[src/rtl/req_onehot_arbiter.sv]
`timescale 1ns/1ps
// req_onehot_arbiter
// Captures rising edges on eight request lines into sticky pending bits and
// hands them out one at a time as a registered one-hot grant plus binary
// index over a valid/ack handshake. Bit 7 has the highest priority.
module req_onehot_arbiter #(
  parameter int DROP_W = 8
) (
  input  logic              clk,
  input  logic              rst,
  input  logic              En,
  input  logic [7:0]        req,
  input  logic              ack,
  output logic [7:0]        grant,
  output logic [2:0]        idx,
  output logic              valid,
  output logic [7:0]        pending,
  output logic [DROP_W-1:0] drop_cnt
);

  typedef enum logic {
    IDLE  = 1'b0,
    GRANT = 1'b1
  } state_t;

  // Saturation ceiling expressed in the widened sum domain.
  localparam logic [DROP_W+3:0] DROP_MAX = {4'b0000, {DROP_W{1'b1}}};

  state_t            state;
  state_t            state_next;
  logic [7:0]        req_prev;
  logic [7:0]        req_edge;
  logic [7:0]        clr;
  logic [7:0]        pending_next;
  logic [7:0]        dropped;
  logic [3:0]        drop_inc;
  logic [DROP_W+3:0] drop_sum;
  logic [DROP_W-1:0] drop_next;
  logic [2:0]        top_idx;
  logic [7:0]        grant_next;
  logic [2:0]        idx_next;
  logic              valid_next;

  // Edge detection, pending set/clear (set wins) and saturating drop count.
  always_comb begin
    // NOTE: every signal assigned here gets a default first, so no path can
    // leave it unassigned and infer a latch.
    req_edge     = req & ~req_prev;
    clr          = (state == GRANT && ack) ? grant : 8'h00;
    pending_next = (pending & ~clr) | req_edge;
    dropped      = req_edge & pending & ~clr;
    drop_inc     = 4'd0;
    for (int i = 0; i < 8; i++) begin
      if (dropped[i]) drop_inc = drop_inc + 4'd1;
    end
    drop_sum  = {4'b0000, drop_cnt} + {{DROP_W{1'b0}}, drop_inc};
    drop_next = (drop_sum > DROP_MAX) ? {DROP_W{1'b1}} : drop_sum[DROP_W-1:0];
  end

  // Fixed-priority encoder: later (higher) bits overwrite lower ones.
  always_comb begin
    top_idx = 3'd0;
    for (int i = 0; i < 8; i++) begin
      if (pending[i]) top_idx = 3'(i);
    end
  end

  // FSM next state and next registered outputs; hold is the default.
  always_comb begin
    state_next = state;
    grant_next = grant;
    idx_next   = idx;
    valid_next = valid;
    case (state)
      IDLE: begin
        if (En && pending != 8'h00) begin
          state_next = GRANT;
          grant_next = 8'(1) << top_idx;
          idx_next   = top_idx;
          valid_next = 1'b1;
        end
      end
      GRANT: begin
        if (ack) begin
          state_next = IDLE;
          grant_next = 8'h00;
          idx_next   = 3'd0;
          valid_next = 1'b0;
        end
      end
      default: begin
        state_next = IDLE;
        grant_next = 8'h00;
        idx_next   = 3'd0;
        valid_next = 1'b0;
      end
    endcase
  end

  // State, capture and output registers; reset clears everything at once.
  always_ff @(posedge clk or posedge rst) begin
    if (rst) begin
      state    <= IDLE;
      req_prev <= 8'h00;
      pending  <= 8'h00;
      drop_cnt <= '0;
      grant    <= 8'h00;
      idx      <= 3'd0;
      valid    <= 1'b0;
    end else begin
      // NOTE: non-blocking assignments so every register samples the
      // pre-edge values computed above, independent of statement order.
      state    <= state_next;
      req_prev <= req;
      pending  <= pending_next;
      drop_cnt <= drop_next;
      grant    <= grant_next;
      idx      <= idx_next;
      valid    <= valid_next;
    end
  end

endmodule

[config.mk]
export PLATFORM = sky130hd
export DESIGN_NAME = req_onehot_arbiter
export DESIGN_NICKNAME = d
export VERILOG_FILES = /design/src/rtl/req_onehot_arbiter.sv
export SDC_FILE = /design/constraint.sdc
export NUM_CORES = 1
export LEC_CHECK = 0
export ABC_AREA = 1
export ABC_CLOCK_PERIOD_IN_PS = 4500
export CORE_MARGIN = 5
export CORE_UTILIZATION = 47
export CTS_CLUSTER_DIAMETER = 200
export DETAILED_ROUTE_END_ITERATION = 7
export GPL_ROUTABILITY_DRIVEN = 1
export PLACE_DENSITY = 0.83
export SKIP_LAST_GASP = 1
export SLEW_MARGIN = 5
export SYNTH_ARGS = -nofsm -noshare
export SYNTH_HDL_FRONTEND = slang
export SYNTH_SLANG_ARGS = --single-unit
export TNS_END_PERCENT = 100
[constraint.sdc]
create_clock -name clk -period 4.5 [get_ports clk]
set_clock_uncertainty 0.05 [all_clocks]
set_input_delay 0.675 -clock clk [delete_from_list [all_inputs] [get_ports clk]]
set_output_delay 0.675 -clock clk [all_outputs]
set_load 0.05 [all_outputs]
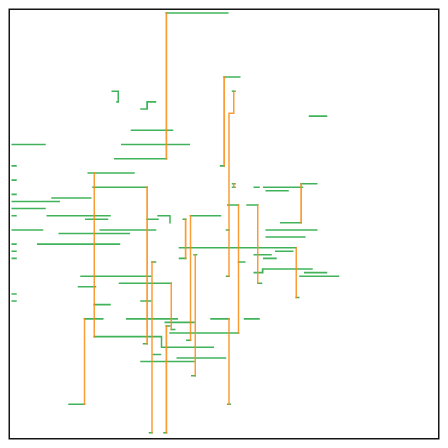
metal_stack.png
Only two layers are drawn.
orange -> met4  # wire length 348 µm
green -> met3  # wire length 406 µm

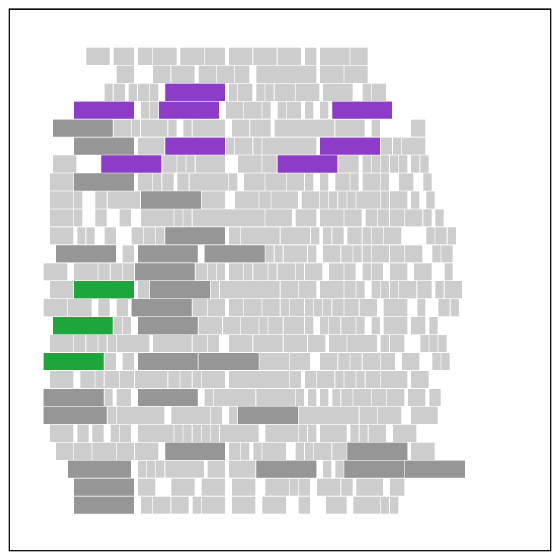
registers.png
Other sequential cells in the stronger grey, the rest of the logic in the fainter grey.
purple -> drop_cnt  # sequential cells 8
green -> idx  # sequential cells 3

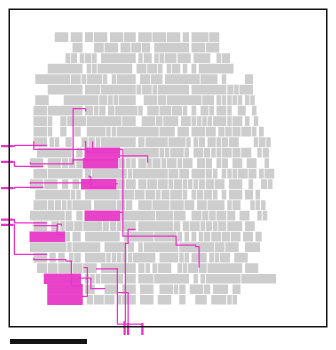
port_nets.png
Bar = 20 µm.
magenta -> grant  # direction output, edge 5 left, 3 bottom, end cells 8, buffers 8, wire 334 µm
Port Buffers: 39
IO Pins: 40

-- stage by stage --
step                      hold WS [ns]  area (µm²)
after floorplan                  0.386        2490
after global placement           0.389        3260
after detailed placement         0.406        3260
after CTS                        0.420        3570
after global routing             0.437        3680
final                            0.424        3680
-- per-layer routing --
| layer | routed length, µm | share of wire (%) | track usage (%) |
|---|---|---|---|
| met1 | 2980 | 40 | 27.0 |
| met2 | 3710 | 50 | 35.9 |
| met3 | 405 | 5.4 | 3.95 |
| met4 | 348 | 4.7 | 8.64 |
| met5 | 0 | 0 | 0 |
-- state kept, by name (all words and copies together) (netlist names) --
| signal | cells |
|---|---|
| drop_cnt | 8 |
| grant | 8 |
| pending | 8 |
| req_prev | 8 |
| idx | 3 |
| state | 1 |
| valid | 1 |
==> results_slide.txt <==
Synthesis and Place & Route Summary

Run status
  – Status: complete, but fails checks
  – Failing checks: setup timing

Power and ir drop
  – Combinational cell fraction of total power: 53.9%
  – Top pwr grp: combinational logic
  – Sw Pwr: 715 µW
  – P_int: 933 µW
  – Clk. pwr: 306 µW
  – Clock power frac: 18.6%
  – P_leak: 1.83 nW
  – Max VDD drop: 0.000406 V
  – PwrDens: around 450 nW/µm²
  – Comb. pwr: 888 µW
  – Switch share: 43.4%
  – Seq pwr share: 27.6%
  – Seq power: 454 µW
  – Total Power: 1.65 mW

Global routing
  – Largest net degree at the start of global routing: 38
  – Initial antenna violation count: 0
  – Overflow after GRT: 0
  – First-pass GRT wire length: 11,100 µm
  – Tot GR Track Use: a little over a fifth

Critical path
  – CP max FO: 3
  – Critical path data arrival time: approximately 5 ns
  – Critical Path Slowest Stage Cell: nor3_4
  – FF-to-FF setup slack: -0.32 ns
  – Worst-case reg-to-reg path depth: 34
  – Setup crit end kind: flop
  – Crit path buffers/inverters: 7
  – Required @ worst endpoint: 4.64 ns
  – Worst path max stage delay: 0.30 ns
  – Crit Reg-Reg Endpoint: drop_cnt[7]$_DFF_PP0_
  – Number of cells on the critical path: 35
  – Crit path to: drop_cnt[7]$_DFF_PP0_
  – Startpoint Class: primary input
  – CP top delay family: simple AND/OR/NAND/NOR gates
  – Setup CP Type: in2reg

Placement
  – Dpl hpwl: between 4000 and 5000 µm
  – Routability Congestion: around 0.83
  – DP Cell Count: 469
  – Worst Setup Slack post-DPL: -1.01 ns

Drt
  – Detailed Route Iter0 Violations: just under 200
  – Number of vias per cell: 5.30
  – Routed WL per cell: around 15 µm
  – Router iterations before antenna repair: 5
  – Drt drc: 0
  – Final ANT Viol Nets: 0
  – Via count: about 2,600
  – Routed WL: 7450 µm

Synthesis
  – Mapped Cells: 322
  – Post-synth EDFFs: 0
  – Net Count, Synth: about 350
  – Chip area line of the yosys report: between 2000 and 2500 µm²
  – Area leader, netlist: dfrtp_1
  – Top area cell types: dfrtp_1 (38%), nand2_1 (12%), inv_1 (8.0%)
  – Adder share: 7.53%
  – Sequential area share after synthesis: 38.2%
  – And+or+nand+nor area frac: 34.9%
  – Library cells used by synthesis: 33
  – Yosys aoi share: 8.57%
  – Max-area cell share: 38.2%
  – Cell Area, Synth: 2420 µm²
  – Commonest flop: dfrtp_1
  – Post-synth top cells: nand2_1 (76), inv_1 (52), dfrtp_1 (37), nand3_1 (37), o21ai_0 (25)
  – Top non-seq family: simple AND/OR/NAND/NOR gates
  – Ys Warns: 0
  – Top-count cell post-synth: nand2_1
  – Mux area share: 0%
  – Ys cells: between 300 and 400
  – Synthesized area per cell: about 7.5 µm²
  – Async SR Flop Fraction: 100%
  – Flops after synth: 37
  – Xor+xnor area frac: 1.44%

CTS
  – # hold bufs at CTS: 0
  – Clk root buf: clkbuf_8
  – Max Root-Sink Buffers: 2
  – Post-cts resize count: 46
  – CTS Buf Count: 5
  – Clock-pin slew on the worst setup and hold paths: 0.07 ns
  – Htree depth: 2
  – Clock sink total: 37
  – Latency at later pin: 0.29 ns
  – # Post-CTS Setup Buffers: 10
  – CTS tree: yes

STA
  – F_max: 206 MHz
  – Slew Viols, Final: 0
  – PnR worst setup slack: -0.354 ns
  – RSZ-0062 raised after global routing: true
  – Tmin final: 4.85 ns
  – Final period util: 108%
  – Final setup fails: 8
  – Final Hold Fails: 0
  – Slew @ Worst Pin: 0.675 ns
  – Worst slew margin: 54.7%
  – Setup TNS: -2.17 ns

Worst hold path
  – Hold Crit Depth: 1
  – Hold endpoint: pending[7]$_DFF_PP0_
  – Hold Crit Start: req_prev[7]$_DFF_PP0_

Layout
  – P&R area growth vs syn: 51.9%
  – Commonest Layout Cell: nand2_1
  – Flip-flops: 37
  – Most frequent cells in the layout: nand2_1 (64), buf_4 (52), inv_1 (42)
  – Layout Cells excl Fill: about 490
  – Final clock-cell share: 3.26%
  – Logic area: between 1500 and 2000 µm²
  – Final nets: 446
  – Number of antenna diodes: 0
  – Comb area share: 41.1%
  – FF/Latch Area: 928 µm²
  – Seq area share: approximately a quarter
  – FILL cells: 325
  – Final Core Density: 72.6%
  – Multi-input gates: 225
  – Fraction of layout cells with a size suffix above 1: 35.9%
  – Non-clock buffer count: 93
  – Non-clock buffer share: 21.8%
  – Area-dominant class: combinational gates

Floorplan
  – Chip area: around 6700 µm²
  – Core Area: 5070 µm²
  – Initial Util: 47.8%
  – Tap cell count: 70
  – Die height: 81.8 µm

Job
  – Max-cap violations: 0
No activity file was given, so power comes from the tool's default toggle rates.
